Sizing map:
Drawn at 6 px/um.
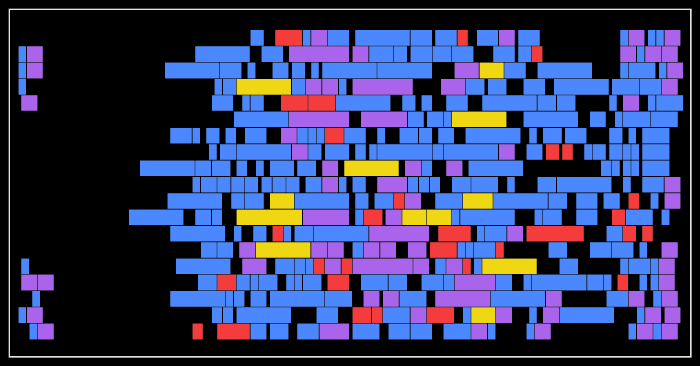
Port wiring:
Drawn at 3 px/um.
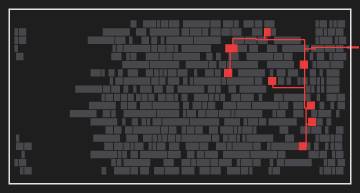
Selected gate families:
Drawn at 6 px/um.
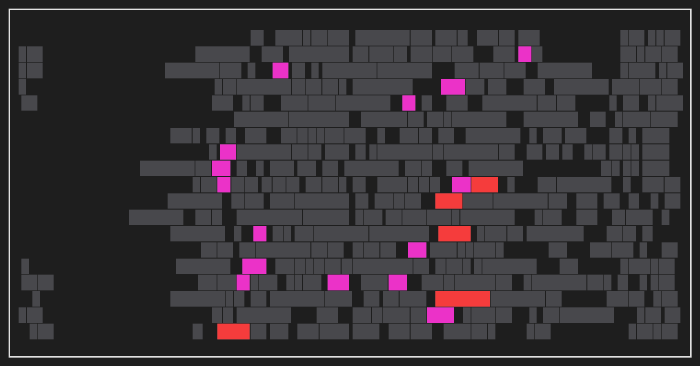
Pin map:
Drawn at 6 px/um. Pins as bars across the die edge, other pins in grey.
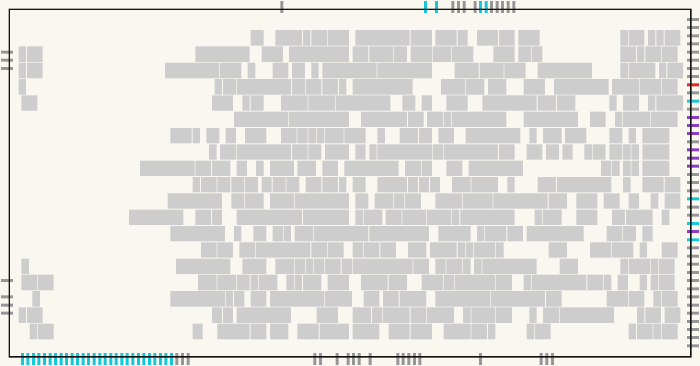
File: src/rtl/iobus_out_dev_if.sv
// IO-bus and device-side signal bundle for the 8-bit output device responder.
// The master modport is the processor/bus plus the device; the slave modport is the responder.
interface iobus_out_dev_if;
  logic        iob_poweron;
  logic        iob_reset;
  logic        datao_clear;
  logic        datao_set;
  logic        cono_clear;
  logic        cono_set;
  logic        iob_fm_datai;
  logic        iob_fm_status;
  logic        rdi_pulse;
  logic [3:9]  ios;
  logic [0:35] iob_write;
  logic [1:7]  pi_req;
  logic [0:35] iob_read;
  logic        dr_split;
  logic        rdi_data;
  logic [0:7]  out_data;
  logic        out_strobe;
  logic        out_ack;

  modport master (
    output iob_poweron, iob_reset, datao_clear, datao_set, cono_clear, cono_set,
           iob_fm_datai, iob_fm_status, rdi_pulse, ios, iob_write, out_ack,
    input  pi_req, iob_read, dr_split, rdi_data, out_data, out_strobe
  );

  modport slave (
    input  iob_poweron, iob_reset, datao_clear, datao_set, cono_clear, cono_set,
           iob_fm_datai, iob_fm_status, rdi_pulse, ios, iob_write, out_ack,
    output pi_req, iob_read, dr_split, rdi_data, out_data, out_strobe
  );
endinterface

File: src/rtl/iobus_out_dev.sv
// IO-bus responder for an 8-bit output device: CONO/DATAO/CONI/DATAI decode,
// strobe/ack byte hand-off with ack timeout, and PI request on completion.
module iobus_out_dev #(
  parameter logic [6:0]  DEVNO   = 7'o20,
  parameter int unsigned TIMEOUT = 1000
) (
  input  logic           clk,
  input  logic           reset,
  iobus_out_dev_if.slave bus
);

  typedef enum logic [1:0] {IDLE, STRB, WACK} state_t;

  localparam logic [15:0] TMR_LAST = 16'(TIMEOUT - 1);

  state_t      state, state_nx;
  logic [0:2]  pia, pia_nx;
  logic        busy, busy_nx;
  logic        done, done_nx;
  logic        ovr, ovr_nx;
  logic [0:7]  data_buf, data_buf_nx;
  logic [15:0] tmr, tmr_nx;
  logic        strobe, strobe_nx;

  logic        sel;
  logic        bus_clr;
  logic [0:35] data_word, stat_word;
  logic        unused_ok;

  assign sel     = (bus.ios == DEVNO);
  assign bus_clr = bus.iob_reset | ~bus.iob_poweron;

  always_comb begin
    state_nx    = state;
    pia_nx      = pia;
    busy_nx     = busy;
    done_nx     = done;
    ovr_nx      = ovr;
    data_buf_nx = data_buf;
    tmr_nx      = tmr;
    strobe_nx   = 1'b0;

    case (state)
      IDLE: begin
        if (sel && bus.datao_clear)
          data_buf_nx = '0;
        if (sel && bus.datao_set) begin
          data_buf_nx = data_buf_nx | bus.iob_write[28:35];
          busy_nx     = 1'b1;
          done_nx     = 1'b0;
          state_nx    = STRB;
          strobe_nx   = 1'b1;
          tmr_nx      = '0;
        end
      end
      STRB: begin
        tmr_nx   = tmr + 16'd1;
        state_nx = WACK;
        if (sel && (bus.datao_set || bus.datao_clear))
          ovr_nx = 1'b1;
      end
      WACK: begin
        tmr_nx = tmr + 16'd1;
        if (sel && (bus.datao_set || bus.datao_clear))
          ovr_nx = 1'b1;
        if (bus.out_ack || (tmr >= TMR_LAST)) begin
          busy_nx  = 1'b0;
          done_nx  = 1'b1;
          state_nx = IDLE;
        end
      end
      default: state_nx = IDLE;
    endcase

    // CONO is applied last so it overrides any DATAO/FSM update in the same cycle.
    if (sel && bus.cono_clear) begin
      pia_nx    = '0;
      busy_nx   = 1'b0;
      done_nx   = 1'b0;
      ovr_nx    = 1'b0;
      state_nx  = IDLE;
      strobe_nx = 1'b0;
    end
    if (sel && bus.cono_set) begin
      busy_nx = busy_nx | bus.iob_write[31];
      done_nx = done_nx | bus.iob_write[32];
      pia_nx  = pia_nx  | bus.iob_write[33:35];
    end
  end

  always_ff @(posedge clk or negedge reset) begin
    if (!reset) begin
      state    <= IDLE;
      pia      <= '0;
      busy     <= 1'b0;
      done     <= 1'b0;
      ovr      <= 1'b0;
      data_buf <= '0;
      tmr      <= '0;
      strobe   <= 1'b0;
    end else if (bus_clr) begin
      state    <= IDLE;
      pia      <= '0;
      busy     <= 1'b0;
      done     <= 1'b0;
      ovr      <= 1'b0;
      data_buf <= '0;
      tmr      <= '0;
      strobe   <= 1'b0;
    end else begin
      state    <= state_nx;
      pia      <= pia_nx;
      busy     <= busy_nx;
      done     <= done_nx;
      ovr      <= ovr_nx;
      data_buf <= data_buf_nx;
      tmr      <= tmr_nx;
      strobe   <= strobe_nx;
    end
  end

  always_comb begin
    data_word = '0;
    stat_word = '0;
    if (sel && bus.iob_fm_datai)
      data_word[28:35] = data_buf;
    if (sel && bus.iob_fm_status) begin
      stat_word[30]    = ovr;
      stat_word[31]    = busy;
      stat_word[32]    = done;
      stat_word[33:35] = pia;
    end
  end

  always_comb begin
    bus.pi_req = '0;
    for (int unsigned k = 1; k <= 7; k++)
      bus.pi_req[k] = done && (pia == 3'(k));
  end

  assign bus.iob_read   = data_word | stat_word;
  assign bus.out_data   = data_buf;
  assign bus.out_strobe = strobe;
  assign bus.dr_split   = 1'b0;
  assign bus.rdi_data   = 1'b0;

  assign unused_ok = ^{bus.rdi_pulse, bus.iob_write[0:27]};

endmodule

File: src/flat_wrapper.sv
// flat-port wrapper written by rule: the top's interface ports become plain ports
module iobus_out_dev_flat 
#(
  parameter logic [6:0]  DEVNO   = 7'o20,
  parameter int unsigned TIMEOUT = 1000
)
  (clk, reset, bus_iob_poweron, bus_iob_reset, bus_datao_clear, bus_datao_set, bus_cono_clear, bus_cono_set, bus_iob_fm_datai, bus_iob_fm_status, bus_rdi_pulse, bus_ios, bus_iob_write, bus_out_ack, bus_pi_req, bus_iob_read, bus_dr_split, bus_rdi_data, bus_out_data, bus_out_strobe);
  iobus_out_dev_if bus_i ();
  input  logic clk;
  input  logic reset;
  input wire logic [$bits(bus_i.iob_poweron)-1:0] bus_iob_poweron;
  input wire logic [$bits(bus_i.iob_reset)-1:0] bus_iob_reset;
  input wire logic [$bits(bus_i.datao_clear)-1:0] bus_datao_clear;
  input wire logic [$bits(bus_i.datao_set)-1:0] bus_datao_set;
  input wire logic [$bits(bus_i.cono_clear)-1:0] bus_cono_clear;
  input wire logic [$bits(bus_i.cono_set)-1:0] bus_cono_set;
  input wire logic [$bits(bus_i.iob_fm_datai)-1:0] bus_iob_fm_datai;
  input wire logic [$bits(bus_i.iob_fm_status)-1:0] bus_iob_fm_status;
  input wire logic [$bits(bus_i.rdi_pulse)-1:0] bus_rdi_pulse;
  input wire logic [$bits(bus_i.ios)-1:0] bus_ios;
  input wire logic [$bits(bus_i.iob_write)-1:0] bus_iob_write;
  input wire logic [$bits(bus_i.out_ack)-1:0] bus_out_ack;
  output wire logic [$bits(bus_i.pi_req)-1:0] bus_pi_req;
  output wire logic [$bits(bus_i.iob_read)-1:0] bus_iob_read;
  output wire logic [$bits(bus_i.dr_split)-1:0] bus_dr_split;
  output wire logic [$bits(bus_i.rdi_data)-1:0] bus_rdi_data;
  output wire logic [$bits(bus_i.out_data)-1:0] bus_out_data;
  output wire logic [$bits(bus_i.out_strobe)-1:0] bus_out_strobe;
  assign bus_i.iob_poweron = bus_iob_poweron;
  assign bus_i.iob_reset = bus_iob_reset;
  assign bus_i.datao_clear = bus_datao_clear;
  assign bus_i.datao_set = bus_datao_set;
  assign bus_i.cono_clear = bus_cono_clear;
  assign bus_i.cono_set = bus_cono_set;
  assign bus_i.iob_fm_datai = bus_iob_fm_datai;
  assign bus_i.iob_fm_status = bus_iob_fm_status;
  assign bus_i.rdi_pulse = bus_rdi_pulse;
  assign bus_i.ios = bus_ios;
  assign bus_i.iob_write = bus_iob_write;
  assign bus_i.out_ack = bus_out_ack;
  assign bus_pi_req = bus_i.pi_req;
  assign bus_iob_read = bus_i.iob_read;
  assign bus_dr_split = bus_i.dr_split;
  assign bus_rdi_data = bus_i.rdi_data;
  assign bus_out_data = bus_i.out_data;
  assign bus_out_strobe = bus_i.out_strobe;
  iobus_out_dev #(.DEVNO(DEVNO), .TIMEOUT(TIMEOUT)) u_core (.clk(clk), .reset(reset), .bus(bus_i));
endmodule
File: config.mk
export PLATFORM = sky130hd
export DESIGN_NAME = iobus_out_dev_flat
export DESIGN_NICKNAME = d
export VERILOG_FILES = /design/src/rtl/iobus_out_dev_if.sv /design/src/rtl/iobus_out_dev.sv /design/src/flat_wrapper.sv
export SDC_FILE = /design/constraint.sdc
export NUM_CORES = 1
export LEC_CHECK = 0
export ABC_CLOCK_PERIOD_IN_PS = 1900
export CAP_MARGIN = 15
export CORE_ASPECT_RATIO = 0.5
export CORE_UTILIZATION = 37
export CTS_CLUSTER_DIAMETER = 200
export CTS_CLUSTER_SIZE = 8
export DETAILED_ROUTE_END_ITERATION = 8
export GPL_TIMING_DRIVEN = 0
export PLACE_DENSITY = 0.73
export SKIP_CTS_REPAIR_TIMING = 1
export SYNTH_ARGS = -nofsm -noshare
export SYNTH_HDL_FRONTEND = slang
export SYNTH_SLANG_ARGS = --single-unit
export TNS_END_PERCENT = 50
File: constraint.sdc
create_clock -name clk -period 1.9 [get_ports clk]
set_input_delay 0.38 -clock clk [delete_from_list [all_inputs] [get_ports clk]]
set_output_delay 0.38 -clock clk [all_outputs]
set_load 0.01 [all_outputs]
==> results.json <==
{
  "ys_area_um2": 2290,
  "ys_ff": 33,
  "outcome": "finished, violations left",
  "crit_path_end_kind": "output pin",
  "p_per_area_nw_per_um2": 533,
  "logic_family": "simple AND/OR/NAND/NOR gates",
  "grt_util_met1_pct": 22.9,
  "grt_max_degree": 34,
  "dieArea_um2": 6540,
  "crit_path_end": "bus_iob_read[7]",
  "diodes": 0,
  "cts.path.max_buffers": 2,
  "timing.final.ws_setup_ns": -0.0387,
  "place_ws_ns": -0.934,
  "drc": 0,
  "layout_top_cell": "buf_4",
  "clk_latency_ns": 0.28,
  "syn_inst": 248,
  "post-route-util_pct": 62.1,
  "core_area_um2": 5730,
  "synthSimpleGateAreaFrac_pct": 23.2,
  "die_h_um": 57.7,
  "r2r_cells": 8,
  "fin_tns_setup_ns": -0.0775,
  "hold-worst-slack_ns": 0.159,
  "worst-slew-pin-transition_ns": 0.745,
  "syn_avg_cell_area_um2": 9.25,
  "hold_path_class": "input pin to asynchronous set/reset pin",
  "crit_fanout": 5,
  "drv_slew": 0,
  "async_reset_ff_share_pct": 100,
  "clock-sinks": 33,
  "violations": "negative setup slack",
  "dp_hpwl_um": 4290,
  "fmax_ghz": 0.516,
  "ys_cells": 248,
  "via_count": 2380,
  "finalClockSkew_ns": 0.00368,
  "finalSetupViolCount": 3,
  "fill_cells": 446,
  "cp.arrival_ns": 1.56,
  "rrSetupSlack_ns": -0.01
}
## Picture notes: 'sizing map'
- blue: _0 and _1 cells (cells 245)
- red: _2 cells (cells 30)
- yellow: _6 and larger (cells 12)
- purple: _3 and _4 cells (cells 72)
Final WS setup: -0.0387 ns
Non-clock buffers: 116
fin area: 3560 um2
Area Growth Syn to Fin: 55.1%

## Picture notes: 'port wiring'
- red: `bus_iob_fm_datai` (bits 1; direction input; end cells 8; buffers 1; wire 113 um)

## Picture notes: 'selected gate families'
- magenta: and/or cells (cells 15)
- red: fa/ha/maj cells (cells 5)

## Picture notes: 'pin map'
- purple: `bus_pi_req` (pins 7; direction output; edge east)
- cyan: `bus_iob_write` (pins 36; direction input; edge 28 south, 4 east, 4 north)
- red: `bus_iob_fm_datai` (pins 1; direction input; edge east)
- all pins by edge: 47 south, 41 east, 14 north, 7 west

[worst min path at each step]
stage                     depth (start not counted)           from  slack, ns                endpoint
after detailed placement                          1          reset       0.49           u_core.tmr[4]
after global routing                              1          reset       0.22           u_core.tmr[4]
final                                             1          reset       0.16           u_core.tmr[4]
after CTS                                         1          reset       0.20           u_core.tmr[4]
after floorplan                                   0          reset       0.08  u_core.bus.out_data[0]
after global placement                            1  u_core.tmr[9]       0.48           u_core.tmr[9]
[flip-flops by register name, summed over array words and instances (netlist names)]
name and flops:
u_core.done 1, u_core.ovr 1, u_core.pia 3, u_core.state 2
u_core.busy 1, u_core.tmr 16, u_core.bus.out_data 8, u_core.bus.out_strobe 1
[power by group through the flow]
| stage | clock network [mW] | logic [mW] | registers, mW |
|---|---|---|---|
| 3_3_place_gp | 0 | 0.203 | 0.716 |
| 4_1_cts | 0.957 | 0.206 | 0.704 |
| 5_1_grt | 0.996 | 0.250 | 0.704 |
| 3_5_place_dp | 0 | 0.205 | 0.716 |
| 6_report | 0.957 | 0.235 | 0.704 |
| 2_1_floorplan | 0 | 0.113 | 0.716 |
[layout make-up]
cell class	instances	area [um2]	area share (%)
clock buffer	7	143	4.01
timing repair buffer	74	669	18.8
sequential	33	827	23.3
inverter	5	18.8	0.528
tap	84	105	2.95
clock inverter	1	30.0	0.844
buffer	42	314	8.83
multi-input combinational	197	1450	40.8
[worst max-delay path, cell delays in order]
cell and delay (ns):
clkbuf_2 0.11, nor4_4 0.35, buf_4 0.20, and2_4 0.14, buf_6 0.11, and3_4 0.18
buf_6 0.09
[per-layer routing]
metal  share of wire, %  up-vias
met2                 49      142
met5                  0        -
met1                 40     1131
met3                7.8       25
li1                   -     1082
met4                2.4        0
